### src/rtl/fixed_point_div.sv
// -----------------------------------------------------------------------------
// fixed_point_div
//   Iterative signed fixed-point divider. Operands and result share one
//   Q-format (WIDTH total bits, FRAC_BITS fractional). The quotient is formed
//   as (|A| << FRAC_BITS) / |B| with a restoring shift-subtract loop, one
//   quotient bit per clock, then signed and saturated in a final cycle.
//
//   Optional build macro: FIXED_POINT_DIV_ROUND_NEAREST_EN
//     undefined : magnitude truncated toward zero, latency N+1 edges
//     defined   : one extra guard-bit iteration, round half away from zero,
//                 latency N+2 edges
//   where N = WIDTH + FRAC_BITS.
//
// Ports
//   CLK             clock
//   RSTN            synchronous active-low reset
//   VALUE_A_IN      signed dividend
//   VALUE_B_IN      signed divisor
//   VALID_IN        operands valid (sampled only while READY_OUT=1)
//   READY_OUT       block can accept operands
//   VALUE_OUT       signed quotient, held until the next result
//   VALID_OUT       one-cycle result strobe
//   DIV_BY_ZERO_OUT divisor was zero; qualifies VALUE_OUT
// -----------------------------------------------------------------------------
// state | meaning
// IDLE  | ready; capture operand magnitudes and signs on VALID_IN
// DIV   | one restoring shift-subtract iteration per cycle
// FIX   | apply sign, saturation and divide-by-zero result; strobe VALID_OUT
// -----------------------------------------------------------------------------
module fixed_point_div #(
  parameter int WIDTH     = 8,
  parameter int FRAC_BITS = 3
) (
  input  logic             CLK,
  input  logic             RSTN,
  input  logic [WIDTH-1:0] VALUE_A_IN,
  input  logic [WIDTH-1:0] VALUE_B_IN,
  input  logic             VALID_IN,
  output logic             READY_OUT,
  output logic [WIDTH-1:0] VALUE_OUT,
  output logic             VALID_OUT,
  output logic             DIV_BY_ZERO_OUT
);

  localparam int N = WIDTH + FRAC_BITS;
`ifdef FIXED_POINT_DIV_ROUND_NEAREST_EN
  localparam int ITER = N + 1;
`else
  localparam int ITER = N;
`endif
  localparam int CW = $clog2(ITER + 1);

  localparam logic [WIDTH-1:0] MAX_POS = {1'b0, {(WIDTH-1){1'b1}}};
  localparam logic [WIDTH-1:0] MAX_NEG = {1'b1, {(WIDTH-1){1'b0}}};
  localparam logic [N:0]       POS_LIM = (N+1)'((1 << (WIDTH-1)) - 1);
  localparam logic [N:0]       NEG_LIM = (N+1)'(1 << (WIDTH-1));

  typedef enum logic [1:0] {IDLE, DIV, FIX} state_t;

  state_t           state;
  logic             res_neg;
  logic             a_neg;
  logic             b_zero;
  logic [WIDTH-1:0] b_mag;
  logic [ITER-1:0]  dvd;
  logic [WIDTH-1:0] rem;
  logic [ITER-1:0]  quo;
  logic [CW-1:0]    cnt;

  logic [WIDTH-1:0] a_mag_in;
  logic [WIDTH-1:0] b_mag_in;
  logic [WIDTH:0]   rem_sh;
  logic [WIDTH:0]   rem_diff;
  logic             rem_ge;
  logic [WIDTH-1:0] rem_nx;
  logic [N:0]       mag;
  logic [WIDTH-1:0] fix_val;

  // Unsigned magnitudes; the most negative input maps to 2^(WIDTH-1).
  assign a_mag_in = VALUE_A_IN[WIDTH-1] ? -VALUE_A_IN : VALUE_A_IN;
  assign b_mag_in = VALUE_B_IN[WIDTH-1] ? -VALUE_B_IN : VALUE_B_IN;

  // The remainder stays below |B| <= 2^(WIDTH-1), so after the shift it is
  // below 2|B| and the difference fits a WIDTH+1 bit signed value: its MSB
  // is the borrow and decides the quotient bit.
  assign rem_sh   = {rem, dvd[ITER-1]};
  assign rem_diff = rem_sh - {1'b0, b_mag};
  assign rem_ge   = ~rem_diff[WIDTH];
  assign rem_nx   = rem_ge ? rem_diff[WIDTH-1:0] : rem_sh[WIDTH-1:0];

`ifdef FIXED_POINT_DIV_ROUND_NEAREST_EN
  // Drop the guard bit and add it back in: round half away from zero.
  assign mag = {1'b0, quo[ITER-1:1]} + {{N{1'b0}}, quo[0]};
`else
  assign mag = {1'b0, quo};
`endif

  always_comb begin
    fix_val = '0;
    if (b_zero) begin
      fix_val = a_neg ? MAX_NEG : MAX_POS;
    end else if (res_neg) begin
      fix_val = (mag > NEG_LIM) ? MAX_NEG : WIDTH'(-mag);
    end else begin
      fix_val = (mag > POS_LIM) ? MAX_POS : mag[WIDTH-1:0];
    end
  end

  always_ff @(posedge CLK) begin
    if (!RSTN) begin
      state           <= IDLE;
      res_neg         <= 1'b0;
      a_neg           <= 1'b0;
      b_zero          <= 1'b0;
      b_mag           <= '0;
      dvd             <= '0;
      rem             <= '0;
      quo             <= '0;
      cnt             <= '0;
      READY_OUT       <= 1'b1;
      VALUE_OUT       <= '0;
      VALID_OUT       <= 1'b0;
      DIV_BY_ZERO_OUT <= 1'b0;
    end else begin
      VALID_OUT <= 1'b0;
      case (state)
        IDLE: begin
          if (VALID_IN) begin
            res_neg   <= VALUE_A_IN[WIDTH-1] ^ VALUE_B_IN[WIDTH-1];
            a_neg     <= VALUE_A_IN[WIDTH-1];
            b_zero    <= (VALUE_B_IN == '0);
            b_mag     <= b_mag_in;
            dvd       <= {a_mag_in, {(ITER-WIDTH){1'b0}}};
            rem       <= '0;
            quo       <= '0;
            cnt       <= CW'(ITER - 1);
            READY_OUT <= 1'b0;
            state     <= DIV;
          end
        end
        DIV: begin
          rem <= rem_nx;
          quo <= {quo[ITER-2:0], rem_ge};
          dvd <= {dvd[ITER-2:0], 1'b0};
          if (cnt == '0) begin
            state <= FIX;
          end else begin
            cnt <= cnt - CW'(1);
          end
        end
        FIX: begin
          VALUE_OUT       <= fix_val;
          DIV_BY_ZERO_OUT <= b_zero;
          VALID_OUT       <= 1'b1;
          READY_OUT       <= 1'b1;
          state           <= IDLE;
        end
        default: begin
          READY_OUT <= 1'b1;
          state     <= IDLE;
        end
      endcase
    end
  end

endmodule

### config.mk
export PLATFORM = sky130hd
export DESIGN_NAME = fixed_point_div
export DESIGN_NICKNAME = d
export VERILOG_FILES = /design/src/rtl/fixed_point_div.sv
export SDC_FILE = /design/constraint.sdc
export NUM_CORES = 1
export LEC_CHECK = 0
export ABC_AREA = 1
export CORE_MARGIN = 2
export CORE_UTILIZATION = 52
export CTS_CLUSTER_DIAMETER = 60
export CTS_CLUSTER_SIZE = 14
export DETAILED_ROUTE_END_ITERATION = 12
export PLACE_DENSITY = 0.77
export SLEW_MARGIN = 30
export SYNTH_ARGS = -nofsm -noshare
export SYNTH_HDL_FRONTEND = slang
export SYNTH_SLANG_ARGS = --single-unit
### constraint.sdc
create_clock -name CLK -period 1.78 [get_ports CLK]
set_input_delay 0.356 -clock CLK [delete_from_list [all_inputs] [get_ports CLK]]
set_output_delay 0.356 -clock CLK [all_outputs]
set_load 0.02 [all_outputs]
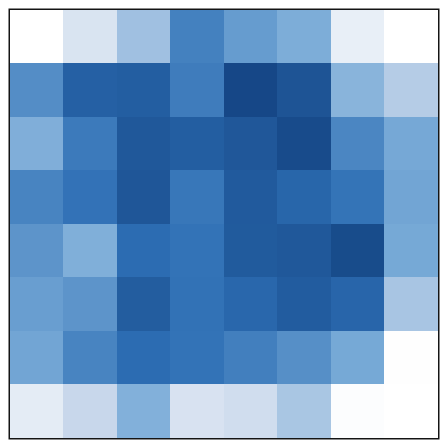
Figure 1: run 1, cell density map.
The die is cut into 8 by 8 equal tiles; white is low, dark blue is high, 0 to 100% covered.
- fullest tile: 91%
- emptiest ninth of the die: bottom right
- tiles over 75% full: 31%
Core Density at Floorplan: 0.530
final core occ: 0.658

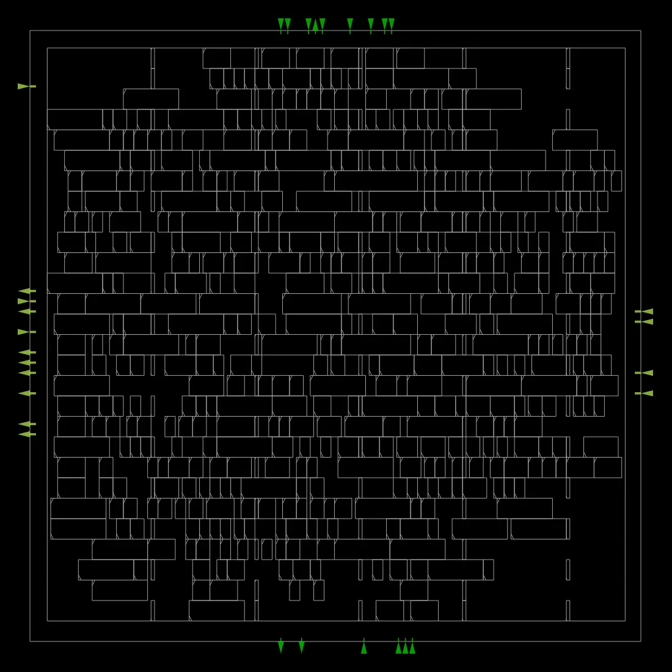
Figure 2: run 1, cell outlines without signal wires.
non-filler cells, final: 566
Well-Tap Cells: 75
row count: 28

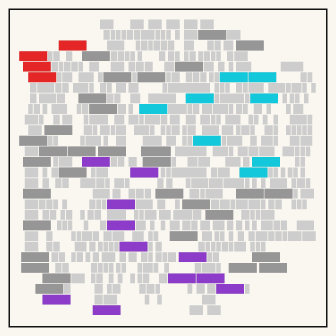
Figure 3: run 1, register map, names as in the netlist.
- purple: quo (placed flops 11)
- red: cnt (placed flops 4; where top left)
- cyan: rem (placed flops 8)
- not colored: 32

-- run 1: power groups by stage --
stage | Combinational [mW] | Clock (mW) | Sequential (mW)
after CTS | 1.77 | 0.847 | 1.43
after floorplan | 1.08 | 0 | 1.44
after global routing | 2.13 | 0.898 | 1.45
final | 1.95 | 0.837 | 1.44
after global placement | 1.48 | 0 | 1.45
after detailed placement | 1.54 | 0 | 1.46
-- run 1: worst max-delay path by stage --
stage	start	endpoint	slack (ps)	cells past startpoint
4_1_cts	dvd[10]	rem[4]	-5	13
5_1_grt	b_mag[2]	rem[7]	-270	12
2_1_floorplan	dvd[10]	rem[3]	5	13
3_3_place_gp	VALUE_B_IN[0]	b_mag[6]	-60	9
3_5_place_dp	dvd[10]	rem[4]	-150	13
6_report	dvd[10]	rem[7]	-120	13
==> reports/qor.yml, run 1 <==
critical_path:
  cp_cell_sequence: "inv_2 > ha_4 > fa_2 > inv_2 > nand3_2 > nand2_4 > nand2_4 > nand3_2 > nand2_4 > nor2_1 > nor2_1 > nor2_1 > nor2_1"
  path_class: "flop to flop"
  cp-start-kind: "flop"
synth:
  mux_share: 0
  yosys.cell_types.count: 32
  common_cells: "90 x nand2_1, 63 x inv_1, 55 x dfxtp_1"
  syn_inst: 442
  yosysSeqAreaShare: 0.355
  yosys.area_share.xor_xnor: 0.0367
  yosys_cells: 442
  synth.most_common_cell: "nand2_1"
route:
  initialDrtViolationCount: 234
  drt-met1-wl_um: 3620
  firstDrtPassIters: 5
power_and_ir_drop:
  clockPowerShare: 0.198
  p_int_mw: 2.52
  p_seq_frac: 0.341
  power_frac_comb: 0.461
layout:
  largest_reg_flops: 11
  mostFrequentLayoutCell: "nand2_1"
  ff_count: 55
outcome:
  status: "finished with violations"
  violations: "setup timing"
grt:
  grt_max_degree: 18
  overflow: 0
  top_usage_layer: "met2"
worst_hold_path:
  worst_hold_path.endpoint: "VALUE_OUT[7]"
timing:
  fin_ws_ps: -123
  setup_violations: 5
die:
  fp.coreArea_um2: 5850
  ioPinCount: 30
cts:
  cts-buffers-inserted: 5
place:
  placed_cells: 557
  routabilityCongestion: 0.939
  hpwl_um: 5920
## Run 2: what changed since run 1
- CTS_CLUSTER_SIZE: 14 -> not set
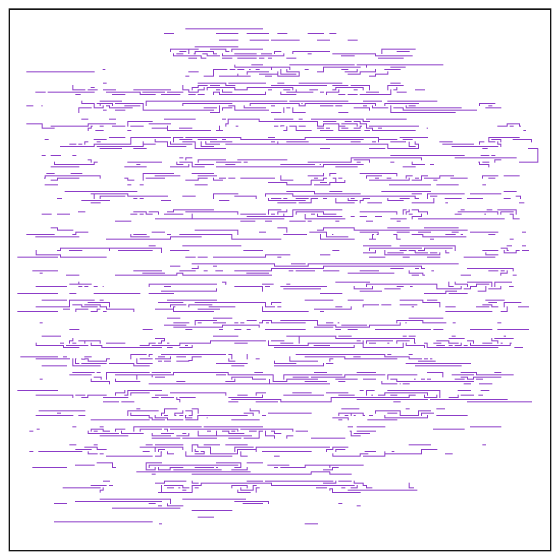
Figure 4: run 2, the metal 1 layer.
- nets with wire on the layer: 497
- main direction: horizontal
- share of all routed wire: 45%
- wire length on this layer: 3630 µm
- longest straight run: 27.1 µm

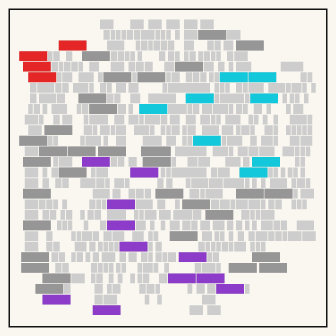
Figure 5: run 2, register map, names as in the netlist.
- red: cnt (placed flops 4; where top left)
- cyan: rem (placed flops 8)
- purple: quo (placed flops 11)

==> run 2 against run 1 <==
The run still ends with setup timing left. First-iteration DRC count did not move. Die size did not move. Clock power barely moved. Routed wire length did not move. Synthesized cell count did not move. Critical path type unchanged. Critical endpoint unchanged.
==> reports/qor.yml, run 2 <==
outcome:
  status: "finished with violations"
  violations: "setup timing"
critical_path:
  cp-start-kind: "flop"
cts:
  cts-buffers-inserted: 5
power_and_ir_drop:
  powerComb_mw: 1.95
  largestPowerGroup: "combinational logic"
  clk-power_mw: 0.837
  clockPowerShare: 0.198
synth:
  yosys.cell_types.count: 32
  common_cells: "90 x nand2_1, 63 x inv_1, 55 x dfxtp_1"
  syn_inst: 442
  synth.most_common_cell: "nand2_1"
  yosys_cells: 442
die:
  tapCellCount: 75
route:
  firstDrtPassIters: 5
  drt-met1-wl_um: 3620
timing:
  setup_violations: 5
  fin_ws_ps: -123
grt:
  overflow: 0
layout:
  stdcell_count: 566
  mostFrequentLayoutCell: "nand2_1"
==> run 2: cell families (layout without fill, tap and decap cells) <==
family | count (synthesis) | in the layout | synth area share
xor+xnor | 13 | 13 | 0.0367
compound gates | 91 | 91 | 0.165
simple gates | 185 | 186 | 0.274
flops | 55 | 55 | 0.355
fa+ha+maj | 15 | 15 | 0.0630
buf+inv | 83 | 131 | 0.106
==> run 2: metrics by stage <==
stage,TNS [ps],area [µm²]
detailed placement,-1090,3610
floorplan,0,3100
global route,-903,3850
global placement,-119,3610
finish,-226,3850
CTS,-9.40,3790
==> run 2: timing repair <==
| action | in CTS | in global routing |
|---|---|---|
| pin swaps | 7 | 11 |
| setup buffers | 0 | 0 |
| gates resized | 23 | 13 |
| cloned | 1 | 0 |
| endpoints found under the setup margin | 9 | 9 |
## Run 3: what changed since run 2
- ABC_AREA: 1 -> not set
- ABC_CLOCK_PERIOD_IN_PS: not set -> 1780
- CORE_UTILIZATION: 52 -> 51
- PLACE_DENSITY: 0.77 -> 0.75
- SLEW_MARGIN: 30 -> 5
==> run 3 against run 2 <==
The flow still finishes with violations (setup timing). Utilization increased by 3.9 points. Cell count decreased by 7.1%. Synthesized cell count decreased by 17%. Clock skew increased by 5.4 ps. Clock power decreased by 13%. Largest power group is now registers. Flip-flop count unchanged. Sequential share of layout area decreased by 1.5 points.
==> reports/qor.yml, run 3 <==
outcome:
  status: "finished with violations"
  violations: "setup timing"
power_and_ir_drop:
  powerComb_mw: 1.23
  seq_cell_power_mw: 1.40
  power_frac_comb: 0.367
  clk-power_mw: 0.729
  p_seq_frac: 0.416
  largestPowerGroup: "registers"
  p_int_mw: 2.23
synth:
  syn_inst: 365
  ys_top_logic_family: "AND-OR/OR-AND gates"
  common_cells: "55 x dfxtp_1, 36 x nand2_1, 33 x a21oi_1"
  adder_share: 0.0602
  yosys_cells: 365
  compound_area_frac: 0.252
  yosys.cell_types.count: 60
  yosysSeqAreaShare: 0.363
  yosys.area_share.xor_xnor: 0.0519
  synth.most_common_cell: "dfxtp_1"
worst_hold_path:
  worst_hold_path.endpoint: "b_mag[1]"
critical_path:
  cp-start-kind: "flop"
  startpoint: "dvd[10]"
  endpoint: "rem[1]"
timing:
  setup_violations: 9
  fin_ws_ps: -232
  tns_ps: -1820
place:
  routabilityCongestion: 0.860
  placed_cells: 511
  place_area_um2: 3830
  hpwl_um: 5500
grt:
  top_usage_layer: "met2"
die:
  ioPinCount: 30
  rows: 28
  fp_util: 0.519
  tapCellCount: 75
layout:
  mostFrequentLayoutCell: "buf_4"
  stdcell_area_um2: 4080
cts:
  cts_hold_buf: 0
  cts-buffers-inserted: 5
route:
  initialDrtViolationCount: 145
  firstDrtPassIters: 5
==> run 3: netlist changes by cell type in the layout (fill, tap and decap cells not counted), moves of 8 or more <==
cell and change:
nand2_1 -45, nand2_4 -10, buf_4 +42, nand2_2 -8, o22ai_1 -15, nand3_1 -28, inv_1 -39, a22o_1 +9
==> run 3: what timing repair did <==
action                     4_1_cts  5_1_grt
setup endpoints to repair       12       18
resized                         22       18
buffers inserted                 5        2
pin swaps                       14       10
==> run 3: worst max-delay path, stage by stage, from the launching register on <==
cell and delay [ps]:
dfxtp_2 330, inv_2 40, ha_4 150, fa_2 340, nand2b_4 160, a2111o_1 380, o211a_2 190, mux2i_1 140
a22o_1 180
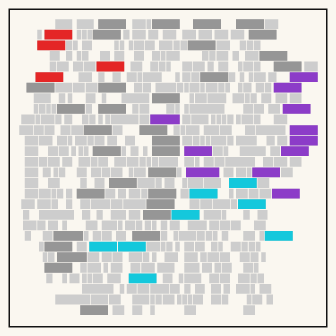
Figure 6: run 3, register map, names as in the netlist.
Sequential Area: 1110 µm²
final core occ: 0.697

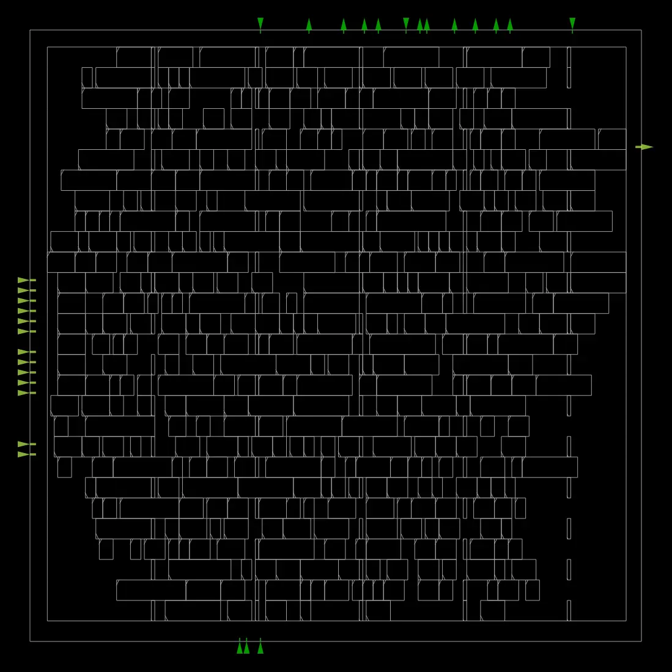
Figure 7: run 3, cell outlines without signal wires.
seq_cells: 55
Filler cells: 455
Seq area share: 0.272
non-filler cells, final: 526
core area: 5850 µm²


==> gallery <==
M2 wires.
Cells faint in the background.
image #1
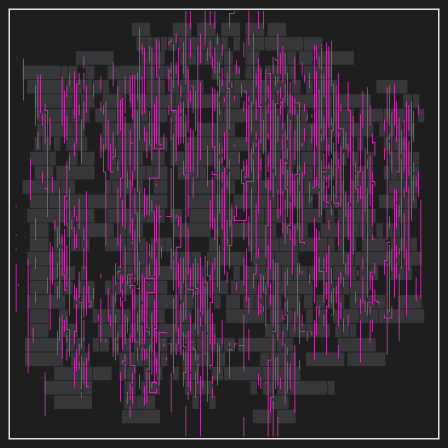
image #2
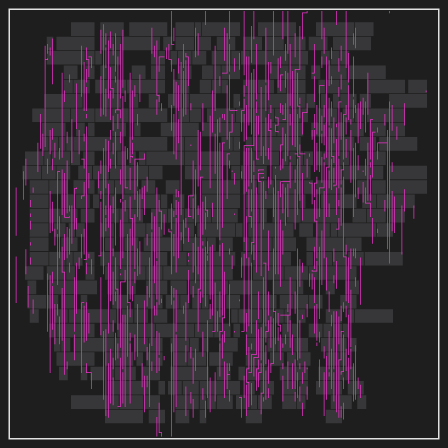
Image #1 comes from run 1.
Image #2 comes from run 3.

Power is estimated from default activity; no workload was simulated.
